## src/rtl/pool2_maxpool_pkg.sv

```systemverilog
// Shared definitions for the conv2 -> pool2 path: FSM encoding, lane width and
// BRAM/pool address widths.
package pool2_maxpool_pkg;

  typedef enum logic [1:0] {
    IDLE  = 2'd0,
    READ  = 2'd1,
    DRAIN = 2'd2,
    FIN   = 2'd3
  } state_t;

  localparam int LANE_W      = 8;
  localparam int ADDR_W      = 11;
  localparam int POOL_ADDR_W = 9;

endpackage

```

## src/rtl/pool2_lane_max.sv

```systemverilog
// One 8-bit lane of the 2x2 max pool: the first sample of a window loads the
// accumulator, later samples keep the signed maximum, the last one publishes it.
module pool2_lane_max
  import pool2_maxpool_pkg::*;
(
  input  logic              clk,
  input  logic              rst,
  input  logic              valid_i,
  input  logic              first_i,
  input  logic              last_i,
  input  logic [LANE_W-1:0] sample_i,
  output logic [LANE_W-1:0] max_o
);

  logic [LANE_W-1:0] acc_q;
  logic [LANE_W-1:0] acc_d;
  logic [LANE_W-1:0] max_q;

  // Loading on the first sample means an all-negative window never reports zero.
  always_comb begin
    acc_d = acc_q;
    if (first_i || ($signed(sample_i) > $signed(acc_q))) begin
      acc_d = sample_i;
    end
  end

  always_ff @(posedge clk or posedge rst) begin
    if (rst) begin
      acc_q <= '0;
      max_q <= '0;
    end else if (valid_i) begin
      acc_q <= acc_d;
      if (last_i) begin
        max_q <= acc_d;
      end
    end
  end

  assign max_o = max_q;

endmodule

```

## src/rtl/pool2_maxpool.sv

```systemverilog
// 2x2 stride-2 max pool over the conv2 result BRAM: streams four reads per window
// back to back and emits one pooled word per window.
module pool2_maxpool
  import pool2_maxpool_pkg::*;
#(
  parameter int COLS  = 36,
  parameter int ROWS  = 35,
  parameter int LANES = 16
) (
  input  logic                      clk,
  input  logic                      rst,
  input  logic                      start,
  output logic                      enb2,
  output logic [ADDR_W-1:0]         addrb2,
  input  logic [LANES*LANE_W-1:0]   doutb2,
  output logic                      pool_valid,
  output logic [LANES*LANE_W-1:0]   pool_data,
  output logic [POOL_ADDR_W-1:0]    pool_addr,
  output logic                      busy,
  output logic                      done
);

  localparam int PR = ROWS / 2;
  localparam int PC = COLS / 2;
  localparam logic [ADDR_W-1:0] COLS_A   = ADDR_W'(COLS);
  localparam logic [ADDR_W-1:0] COLS2_A  = ADDR_W'(2 * COLS);
  localparam logic [ADDR_W-1:0] LAST_COL = ADDR_W'(PC - 1);
  localparam logic [ADDR_W-1:0] LAST_ROW = ADDR_W'(PR - 1);

  state_t                 state_q;
  logic [1:0]             phase_q;
  logic [ADDR_W-1:0]      colCnt_q;
  logic [ADDR_W-1:0]      rowCnt_q;
  logic [ADDR_W-1:0]      rowBase_q;
  logic [ADDR_W-1:0]      addr_q;
  logic                   enb2_q;
  logic                   busy_q;
  logic                   done_q;
  logic                   rdValid_q;
  logic [1:0]             rdPhase_q;
  logic                   poolValid_q;
  logic [POOL_ADDR_W-1:0] poolAddr_q;
  logic [POOL_ADDR_W-1:0] winCnt_q;
  logic                   lastCol;
  logic                   lastRow;

  assign lastCol = (colCnt_q == LAST_COL);
  assign lastRow = (rowCnt_q == LAST_ROW);

  // Window read order is +0, +1, +COLS, +COLS+1; addresses advance by adds only.
  always_ff @(posedge clk or posedge rst) begin
    if (rst) begin
      state_q   <= IDLE;
      phase_q   <= '0;
      colCnt_q  <= '0;
      rowCnt_q  <= '0;
      rowBase_q <= '0;
      addr_q    <= '0;
      enb2_q    <= 1'b0;
      busy_q    <= 1'b0;
      done_q    <= 1'b0;
    end else begin
      case (state_q)
        IDLE: begin
          if (start) begin
            state_q   <= READ;
            enb2_q    <= 1'b1;
            busy_q    <= 1'b1;
            phase_q   <= '0;
            colCnt_q  <= '0;
            rowCnt_q  <= '0;
            rowBase_q <= '0;
            addr_q    <= '0;
          end
        end
        READ: begin
          phase_q <= phase_q + 2'd1;
          case (phase_q)
            2'd0, 2'd2: addr_q <= addr_q + 11'd1;
            2'd1:       addr_q <= addr_q + COLS_A - 11'd1;
            default: begin
              if (lastCol) begin
                colCnt_q  <= '0;
                rowCnt_q  <= rowCnt_q + 11'd1;
                rowBase_q <= rowBase_q + COLS2_A;
                addr_q    <= rowBase_q + COLS2_A;
                if (lastRow) begin
                  state_q <= DRAIN;
                  enb2_q  <= 1'b0;
                  addr_q  <= '0;
                end
              end else begin
                colCnt_q <= colCnt_q + 11'd1;
                addr_q   <= addr_q - COLS_A + 11'd1;
              end
            end
          endcase
        end
        DRAIN: begin
          // The only strobe that can land while draining is the final window's.
          if (poolValid_q) begin
            state_q <= FIN;
            done_q  <= 1'b1;
          end
        end
        default: begin
          state_q <= IDLE;
          done_q  <= 1'b0;
          busy_q  <= 1'b0;
        end
      endcase
    end
  end

  // Read data trails the address by one cycle, so the phase tag is delayed to match.
  always_ff @(posedge clk or posedge rst) begin
    if (rst) begin
      rdValid_q   <= 1'b0;
      rdPhase_q   <= '0;
      poolValid_q <= 1'b0;
      poolAddr_q  <= '0;
      winCnt_q    <= '0;
    end else begin
      rdValid_q   <= enb2_q;
      rdPhase_q   <= phase_q;
      poolValid_q <= rdValid_q && (rdPhase_q == 2'd3);
      if ((state_q == IDLE) && start) begin
        winCnt_q <= '0;
      end else if (rdValid_q && (rdPhase_q == 2'd3)) begin
        poolAddr_q <= winCnt_q;
        winCnt_q   <= winCnt_q + 9'd1;
      end
    end
  end

  for (genvar i = 0; i < LANES; i++) begin : gLane
    pool2_lane_max uLane (
      .clk      (clk),
      .rst      (rst),
      .valid_i  (rdValid_q),
      .first_i  (rdPhase_q == 2'd0),
      .last_i   (rdPhase_q == 2'd3),
      .sample_i (doutb2[i*LANE_W +: LANE_W]),
      .max_o    (pool_data[i*LANE_W +: LANE_W])
    );
  end

  assign enb2       = enb2_q;
  assign addrb2     = addr_q;
  assign pool_valid = poolValid_q;
  assign pool_addr  = poolAddr_q;
  assign busy       = busy_q;
  assign done       = done_q;

endmodule

```

## config.mk

```make
export PLATFORM = sky130hd
export DESIGN_NAME = pool2_maxpool
export DESIGN_NICKNAME = d
export VERILOG_FILES = /design/src/rtl/pool2_maxpool_pkg.sv /design/src/rtl/pool2_lane_max.sv /design/src/rtl/pool2_maxpool.sv
export SDC_FILE = /design/constraint.sdc
export NUM_CORES = 1
export LEC_CHECK = 0
export ABC_CLOCK_PERIOD_IN_PS = 12300
export CAP_MARGIN = 25
export CORE_MARGIN = 4
export CORE_UTILIZATION = 55
export CTS_CLUSTER_DIAMETER = 100
export DETAILED_ROUTE_END_ITERATION = 7
export PLACE_DENSITY = 0.92
export SLEW_MARGIN = 20
export SYNTH_ARGS = -nofsm -noshare
export SYNTH_HDL_FRONTEND = slang
export SYNTH_SLANG_ARGS = --single-unit
```

## constraint.sdc

```tcl
create_clock -name clk -period 12.3 [get_ports clk]
set_input_delay 2.46 -clock clk [delete_from_list [all_inputs] [get_ports clk]]
set_output_delay 2.46 -clock clk [all_outputs]
set_load 0.01 [all_outputs]
```

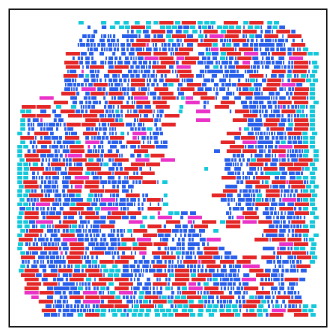
(placed cells, one colour a class)
class	colour	cells
sequential cells	red	326
remaining buffers and delay cells	cyan	294
clock drivers and dummy loads	magenta	65
remaining logic cells	blue	1521
flop share of the area: 0.347
Core Area: 33900 sq um
post-route cell area: 23500 sq um

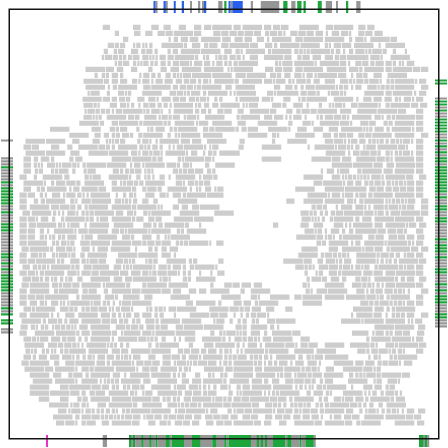
(ports around the boundary)
Pins as bars across the die edge, other pins in grey.
port	colour	pins	direction	edge
addrb2	blue	11	output	north
clk	magenta	1	input	south
pool_data	green	128	output	50 south, 43 east, 26 west, 9 north
die extent in x: 194 microns
port bufs: 282
Die Height: 194 microns

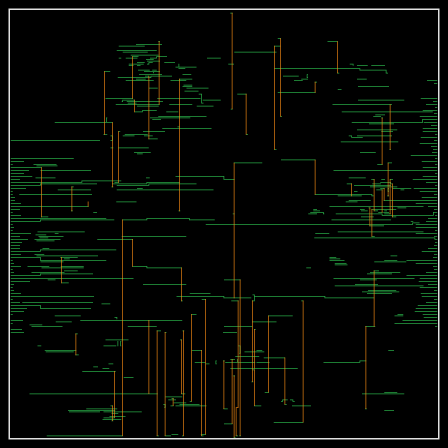
(routed metal, one colour a layer)
Two of the layers only.
layer	colour	wire length
M3	green	4200 microns
M4	orange	1610 microns
WL final: 52.1 mm
Vias: 16600
Routed WL per cell: 19.6 microns

-- sequential cells by signal (all words and copies together), names as in the netlist, 2 cells and up --
register	flops
pool_addr	9
rdPhase_q	2
gLane.uLane.max_o	128
gLane.uLane.acc_q	128
addrb2	11
winCnt_q	9
state_q	2
phase_q	2
rowBase_q	8
rowCnt_q	11
colCnt_q	11
-- area by class of cell --
type | instances | area, sq um | area share
antenna | 2 | 5.00 | 0.000213
clock buffer | 52 | 1080 | 0.0460
clock inverter | 13 | 173 | 0.00733
inverter | 162 | 623 | 0.0265
multi-input combinational | 1359 | 10000 | 0.425
sequential | 326 | 8160 | 0.347
tap | 448 | 561 | 0.0238
timing repair buffer | 294 | 2940 | 0.125
-- report_power, final --
part           switching (mW)  internal (mW)
clock network           0.436          0.696
logic                   0.134         0.0905
registers             0.00439           1.08
==> impl_metrics.tcl <==
# flow metrics
set metrics [dict create \
    cts_root_buf "clkbuf_16" \
    cp.required_ps 12690 \
    cts_made_buffers 36 \
    use_met1 0.336 \
    yosysWarningCount 0 \
    final.setup.tns_ps 0 \
    layout_top_cell "dfrtp_1" \
    post-route-util 0.695 \
    holdPathStages 0 \
    syn-num-nets 2191 \
    initCoreUtil 0.563 \
    grt_start_max_net_pins 153 \
    clock_latency_ps 520 \
    xor_area_frac 0.0179 \
    clk_pin_slew_ps 60 \
    rows 67 \
    dp_hpwl_mm 36.2 \
    synthCells 1917 \
    crit_slowest_cell "a2111oi_4" \
    top_cell_area_share 0.428 \
    cts-hold-fix-buffers 0 \
    hold_end "rdValid_q$_DFF_PP0_" \
    holdWs_ps 411 \
    tightest_slew_ps 989 \
    drc 0 \
    htree_levels 2 \
    cts_buffer_depth 3 \
    setup.worst_path.end "gLane[12].uLane.acc_q[0]$_DFFE_PP0P_" \
    fill_cells 2367 \
    routed.top_layer "met5" \
    mux_share 0.0866 \
    path_cells "clkdlybuf4s50_1 > ha_1 > a21oi_1 > o21ai_2 > a2111oi_4 > o221ai_2 > mux2_2" \
    hold_viol 0 \
    drtAntennaViolNets 0 \
    cp-startpoint "doutb2[101]" \
    crit_fanout 9 \
    ys_cells 1917 \
    top_area_cell "dfrtp_1" \
    setup_viol 0 \
    final_cell_mix "325 x dfrtp_1, 282 x clkdlybuf4s50_1, 160 x inv_1" \
    r2r_setup_slack_ps 9170 \
    vias_per_cell 6.25 \
    worst-path-stages 7 \
    worstHoldPathType "reg -> reg" \
    maxSlewHeadroom 0.337 \
    gp_congestion 0.912 \
    met1_length_mm 20.3 \
    overflow 0 \
    final-max-slew-violation-count 0 \
    r2r_cells 8 \
    grt.total_usage 0.265 \
    max_freq_mhz 215 \
    vdd_drop_max_uv 139 \
    topCombFamilyByArea "AND-OR/OR-AND gates" \
    syn_area_per_cell_sq_um 9.94 \
    finalClockPeriodUsage 0.378 \
    slowest_delay_ps 680 \
    antenna_found_initial 3 \
    maxCapViolations 0 \
    rsz0062_at_grt "false" \
    powerDensity_nw_per_um2 104 \
    tool_warnings 39 \
    leakage_nw 9.81 \
    area_growth_pct 23.5 \
    synth.most_common_cell "dfrtp_1" \
    fin_nets 2453 \
    cts_sinks 326 \
    synthArstFlopShare 1.00 \
    edf_count 0 \
    synth_chip_area_sq_um 19100 \
    synthTopCellsByArea "dfrtp_1 43%, ha_1 9.4%, mux2_2 8.4%, nand3_1 3.9%, a31oi_1 3.7%" \
    drive_above_1_share 0.122 \
    dp.cells 2587 \
    aoi_share 0.179 \
    synth_area_sq_um 19100 \
    dp_slack_ps 6680 \
    ys.flops 326 \
    instances_no_fill 2656 \
    setup_slack_ps 7650 \
    synth_adder_area_share 0.0939 \
    postSynthSeqShare 0.428 \
    die-area_sq_um 37700 \
    r2r-end "winCnt_q[5]$_DFFE_PP0P_" \
    clock-skew-final_ps 14.6 \
    crit_arrival_ps 5040 \
    placed_area_sq_um 22200 \
    boundaryPins 283 \
    routed-wl-met3_mm 4.20 \
    worstSetupEndpointType "register" \
    wl_met2_mm 25.9 \
    cts_tree "yes" \
    ff_type "dfrtp_1" \
    drt-pass1-iter-count 5 \
    status "finished clean" \
    timing.rr.start "rdPhase_q[0]$_DFF_PP0_" \
    grt-busiest-layer "met2" \
    cts_setup_buffers 0 \
    cts.repair.resized 0 \
    crit_buf_inv 1 \
    grt_use_met2 0.459 \
    finalCriticalPeriod_ps 4650 \
]
